### config.mk
export PLATFORM = sky130hd
export DESIGN_NAME = clkdiv_multi
export DESIGN_NICKNAME = d
export VERILOG_FILES = /design/src/rtl/clkdiv_multi.sv
export SDC_FILE = /design/constraint.sdc
export NUM_CORES = 1
export LEC_CHECK = 0
export CORE_ASPECT_RATIO = 0.5
export CORE_MARGIN = 2
export CORE_UTILIZATION = 42
export DETAILED_ROUTE_END_ITERATION = 12
export PLACE_DENSITY_LB_ADDON = 0.1
export SYNTH_ARGS = -nofsm -noshare
export SYNTH_HDL_FRONTEND = slang
export SYNTH_SLANG_ARGS = --single-unit
### constraint.sdc
create_clock -name clk_i -period 7.7 [get_ports clk_i]
set_input_delay 0.77 -clock clk_i [delete_from_list [all_inputs] [get_ports clk_i]]
set_output_delay 0.77 -clock clk_i [all_outputs]
set_load 0.03 [all_outputs]
### src/rtl/clkdiv_multi.sv
// Multi-channel glitch-free clock divider with runtime ratio and enable, both applied at period boundaries.
// Define CLKDIV_TICK_EN to add tick_o, a one-cycle pulse on each rising edge of dclk_o.
module clkdiv_ch #(
  parameter int DIV_W   = 8,
  parameter int DEF_DIV = 2
) (
  input  logic             clk_i,
  input  logic             rst_i,
  input  logic             wr_i,
  input  logic [DIV_W-1:0] div_i,
  input  logic             oe_i,
  output logic             dclk_o,
`ifdef CLKDIV_TICK_EN
  output logic             tick_o,
`endif
  output logic             pend_o
);
  logic [DIV_W-1:0] cnt_q, cnt_d, div_act_q, div_act_d, div_pend_q, div_pend_d;
  logic [DIV_W-1:0] deff, deff_d;
  logic             pend_q, pend_d, oe_act_q, oe_act_d, dclk_q, dclk_d;
  logic             stop, wrap;

  // A ratio of 1 runs as 2 so the output always has a low phase.
  function automatic logic [DIV_W-1:0] eff(input logic [DIV_W-1:0] d);
    return (d == DIV_W'(1)) ? DIV_W'(2) : d;
  endfunction

  always_comb begin
    deff       = eff(div_act_q);
    stop       = (div_act_q == '0);
    wrap       = !stop && (cnt_q == deff - DIV_W'(1));
    cnt_d      = (stop || wrap) ? '0 : cnt_q + DIV_W'(1);
    div_act_d  = div_act_q;
    div_pend_d = div_pend_q;
    pend_d     = pend_q;
    oe_act_d   = oe_act_q;
    if (stop || wrap) begin
      oe_act_d = oe_i;
      if (pend_q) begin
        div_act_d = div_pend_q;
        pend_d    = 1'b0;
      end
    end
    // A write landing on a boundary cycle stays pending for the next one.
    if (wr_i) begin
      div_pend_d = div_i;
      pend_d     = 1'b1;
    end
    deff_d = eff(div_act_d);
    dclk_d = oe_act_d && (cnt_d < (deff_d >> 1));
  end

  always_ff @(posedge clk_i or posedge rst_i) begin
    if (rst_i) begin
      cnt_q      <= '0;
      div_act_q  <= DIV_W'(DEF_DIV);
      div_pend_q <= '0;
      pend_q     <= 1'b0;
      oe_act_q   <= 1'b0;
      dclk_q     <= 1'b0;
    end else begin
      cnt_q      <= cnt_d;
      div_act_q  <= div_act_d;
      div_pend_q <= div_pend_d;
      pend_q     <= pend_d;
      oe_act_q   <= oe_act_d;
      dclk_q     <= dclk_d;
    end
  end

  assign dclk_o = dclk_q;
  assign pend_o = pend_q;

`ifdef CLKDIV_TICK_EN
  logic tick_q;
  // The high phase always starts at cnt==0, so that is the rising edge.
  always_ff @(posedge clk_i or posedge rst_i) begin
    if (rst_i) tick_q <= 1'b0;
    else       tick_q <= dclk_d && (cnt_d == '0);
  end
  assign tick_o = tick_q;
`endif
endmodule

module clkdiv_multi #(
  parameter int NCH     = 4,
  parameter int CH_W    = 2,
  parameter int DIV_W   = 8,
  parameter int DEF_DIV = 2
) (
  input  logic             clk_i,
  input  logic             rst_i,
  input  logic             cfg_wr_i,
  input  logic [CH_W-1:0]  cfg_ch_i,
  input  logic [DIV_W-1:0] cfg_div_i,
  input  logic [NCH-1:0]   oe_i,
  output logic [NCH-1:0]   dclk_o,
`ifdef CLKDIV_TICK_EN
  output logic [NCH-1:0]   tick_o,
`endif
  output logic [NCH-1:0]   pend_o
);
  // Channel indices >= NCH match no instance, so those writes fall away.
  for (genvar c = 0; c < NCH; c++) begin : g_ch
    clkdiv_ch #(.DIV_W(DIV_W), .DEF_DIV(DEF_DIV)) u_ch (
      .clk_i  (clk_i),
      .rst_i  (rst_i),
      .wr_i   (cfg_wr_i && (cfg_ch_i == CH_W'(c))),
      .div_i  (cfg_div_i),
      .oe_i   (oe_i[c]),
      .dclk_o (dclk_o[c]),
`ifdef CLKDIV_TICK_EN
      .tick_o (tick_o[c]),
`endif
      .pend_o (pend_o[c])
    );
  end
endmodule

### The metal 1 layer, run 1

The bar under the picture is 50 um long.
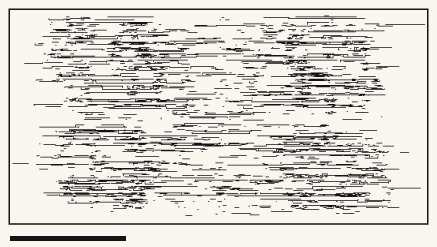
share of all routed wire	53%
longest straight run	38.2 um
nets with wire on the layer	622
main direction	horizontal
wire length on this layer	7130 um
WL final: 13500 um
via count: 4382
met1 Use GR: 25.5%

### M2 wires, run 1

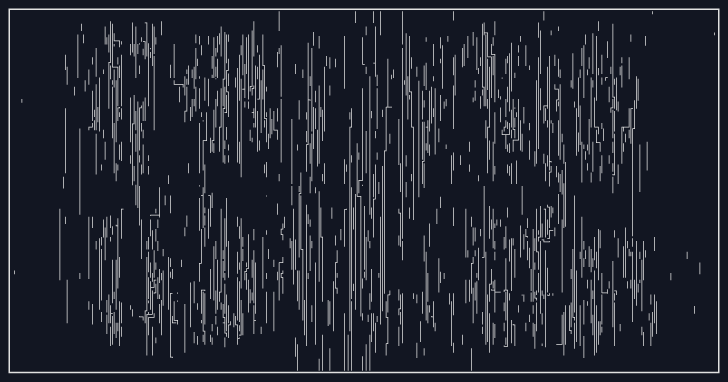
nets with wire on the layer	564
wire length on this layer	5850 um
main direction	vertical
share of all routed wire	43%
longest straight run	51.7 um
GR Util met2: 26.4%

==> results.ini, run 1 <==
[run_status]
status=complete, no violations

[pwr]
p_seq_share_pct=35.5
p_per_area_nw_per_um2=430
power_leakage_nw=3.19
top_power_group=combinational cells

[route]
wl_met1_um=7130
drc=0
met3_length_um=399

[die]
core-area_um2=15300
n_tap_cell=204
die_h_um=91.8

[clock_network]
clk_latency_ps=350
clock_path_buffers=2
cts_resized=0

[critical_path]
crit_required_ps=7960
rr_endpoint=g_ch[2].u_ch.dclk_o
critPathCaptureType=flip-flop
cp_cell_sequence=or4_1 -> nor4_1 -> mux2i_1 -> xnor2_1 -> or4_4 -> o21ai_4 -> nand2_4 -> mux2i_1 -> ha_1 -> a21o_1 -> a21o_1 -> a21oi_1 -> nor2b_1 -> o21ai_0 -> nand2b_1 -> a211oi_1
slowest_delay_ps=570
r2r_cells=16

[placed_design]
place_ws_ps=3370
numPlacedInstances=804

[cells_and_area]
fin_nets=664
ff_latch_area_um2=2710
fillers=1454

[worst_hold_path]
hold_path.class=flip-flop to flip-flop

[synthesis]
ys_types=65
yosysWarnings=0
syn-num-nets=648
ys_sh_mux_pct=15.2
ys_cells=595
ys_async_sr_fraction_pct=100
top_area_share_pct=40.2
topCombFamilyByArea=simple AND/OR/NAND/NOR gates

[global_routing]
grt_pass1_wl_um=22800
grt_max_degree=56

[timing]
setup_violations=0
drv_slew=0
finalCriticalPeriod_ps=4320

### The metal 3 layer, run 1

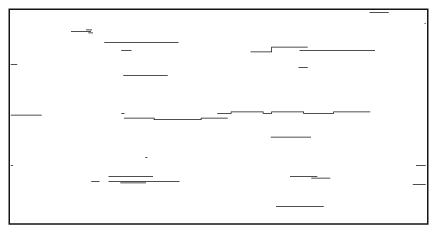
share of all routed wire	3.0%
main direction	horizontal
longest straight run	32.2 um
wire length on this layer	400 um
GRT met3 Usage: 3.46%

### Congestion heat map, run 1

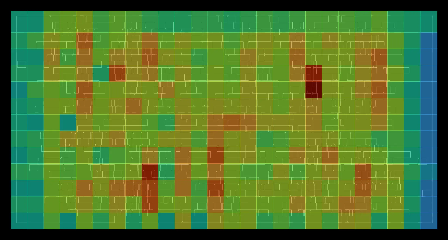

==> run 2, diff against run 1 <==
clock period = 3.6 ns   (was 7.7 ns; I/O delays follow)
### Congestion heat map, run 2

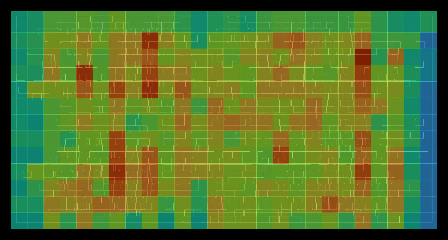
busiest grt layer: met2
Core Util, Final: 51.0%

### The metal 1 layer, run 2

The bar under the picture is 50 um long.
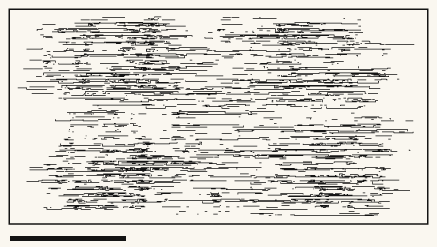
longest straight run	37.3 um
main direction	horizontal
met1 Use GR: 26.5%
WL final: 14500 um
via count: 4604

### M2 wires, run 2

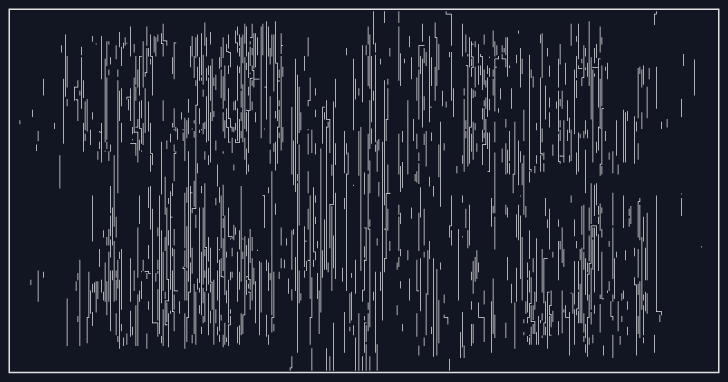
wire length on this layer	6450 um
main direction	vertical
nets with wire on the layer	620
GR Util met2: 29.0%

==> results.ini, run 2 <==
[route]
wl_met1_um=7550  ; +5.9%
met3_length_um=432  ; +8.3%
drc=0  ; unchanged

[global_routing]
grt_max_degree=63  ; +13%
use_met3_pct=3.22  ; -0.24 points

[cells_and_area]
ff_latch_area_um2=2710  ; about the same
fillers=1369  ; -5.8%

[synthesis]
ys_cells=595  ; unchanged
topCombFamilyByArea=simple AND/OR/NAND/NOR gates
syn-num-nets=648  ; unchanged
ys_async_sr_fraction_pct=100  ; unchanged

[worst_hold_path]
hold_path.class=input pin to asynchronous set/reset pin

[run_status]
status=finished with violations
failed_checks=negative setup slack

[timing]
setup_violations=1  ; +1
worst_slack_ps=-55.3
finalCriticalPeriod_ps=3660  ; -664 ps
drv_slew=0  ; unchanged

[critical_path]
r2r_cells=15  ; -1
rr_endpoint=g_ch[1].u_ch.dclk_o

[die]
core-area_um2=15300  ; unchanged
n_tap_cell=204  ; unchanged

[pwr]
p_seq_share_pct=30.1  ; -5.4 points
p_per_area_nw_per_um2=944  ; +120%

[clock_network]
cts_resized=11  ; +11

### The metal 3 layer, run 2

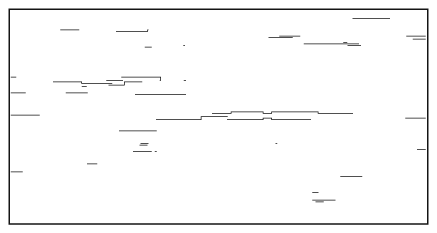

==> run 3, diff against run 2 <==
--- a/config.mk
+++ b/config.mk
@@ -7,5 +7,5 @@
 export LEC_CHECK = 0
 export CORE_ASPECT_RATIO = 0.5
-export CORE_MARGIN = 2
+export CORE_MARGIN = 3
 export CORE_UTILIZATION = 42
 export DETAILED_ROUTE_END_ITERATION = 12
==> constraint.sdc (replaced) <==
create_clock -name clk_i -period 3.6 [get_ports clk_i]
set_input_delay 0.54 -clock clk_i [delete_from_list [all_inputs] [get_ports clk_i]]
set_output_delay 0.54 -clock clk_i [all_outputs]
set_load 0.03 [all_outputs]
### The metal 3 layer, run 3

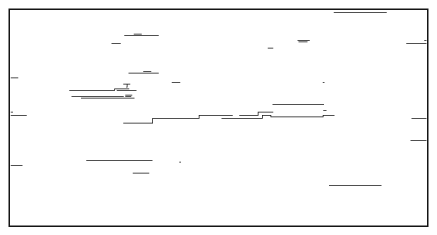
wire length on this layer	402 um
share of all routed wire	2.9%
via count: 4558
WL final: 14100 um
GRT met3 Usage: 2.59%

### Congestion heat map, run 3

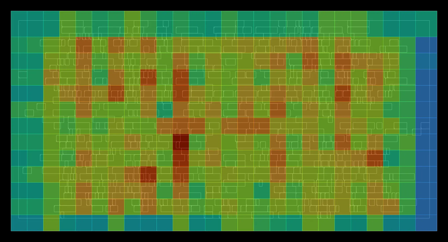
GR Util met2: 26.3%
Routed WL per cell: 16.1 um
met1 Use GR: 25.7%
Tot GR Track Use: 17.2%
Core Util, Final: 52.7%

==> results.ini, run 3 <==
[critical_path]
regToRegStartpoint=g_ch[1].u_ch.div_act_q[3]
cp_cell_sequence=or4_4 -> nor4b_4 -> buf_4 -> nor4b_1 -> a311oi_1 -> o21ai_2 -> nand2_4 -> mux2i_2 -> ha_1 -> and3_1 -> a221oi_2 -> o2111ai_1 -> nor2_1 -> o21ai_1 -> a211oi_1
rr_endpoint=g_ch[1].u_ch.dclk_o
r2r_cells=15  ; unchanged
cp.arrival_ps=3770

[clock_network]
cts_resized=6  ; -5
cts_made_buffers=9

[cells_and_area]
ff_latch_area_um2=2710  ; unchanged
largestClassByArea=logic gates
fillers=1295  ; -5.4%

[synthesis]
ys_cells=595  ; unchanged
ys_async_sr_fraction_pct=100  ; unchanged
simple_gate_share_pct=16.4
topCombFamilyByArea=simple AND/OR/NAND/NOR gates
syn-num-nets=648  ; unchanged
syn_area_per_cell_um2=10.9

[timing]
post-route-period-util_pct=97.5
worst_slack_ps=91.4  ; +147 ps
drv_slew=0  ; unchanged
setup_violations=0  ; -1
finalCriticalPeriod_ps=3510  ; -147 ps

[die]
core-area_um2=14800  ; -3.1%

[global_routing]
grt_max_degree=58  ; -7.9%
busiest_layer=met2

[pwr]
pg_seq_w=0.00221
p_seq_share_pct=29.9  ; -0.2 points
p_per_area_nw_per_um2=949  ; +0.54%

[worst_hold_path]
hold_path.class=flip-flop to flip-flop

[route]
postRouteAntennaNets=0
met3_length_um=401  ; -7.2%
drc=0  ; unchanged
wl_met1_um=7500  ; -0.74%

[run_status]
status=complete, no violations

[placed_design]
hpwl_um=10700

### The metal 1 layer, run 3

The bar under the picture is 50 um long.
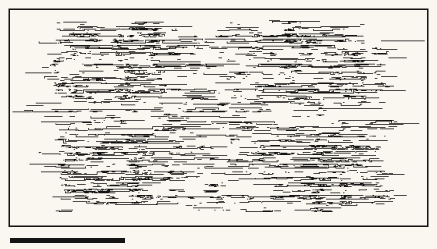
longest straight run	36.3 um
share of all routed wire	53%
nets with wire on the layer	683
wire length on this layer	7500 um
main direction	horizontal

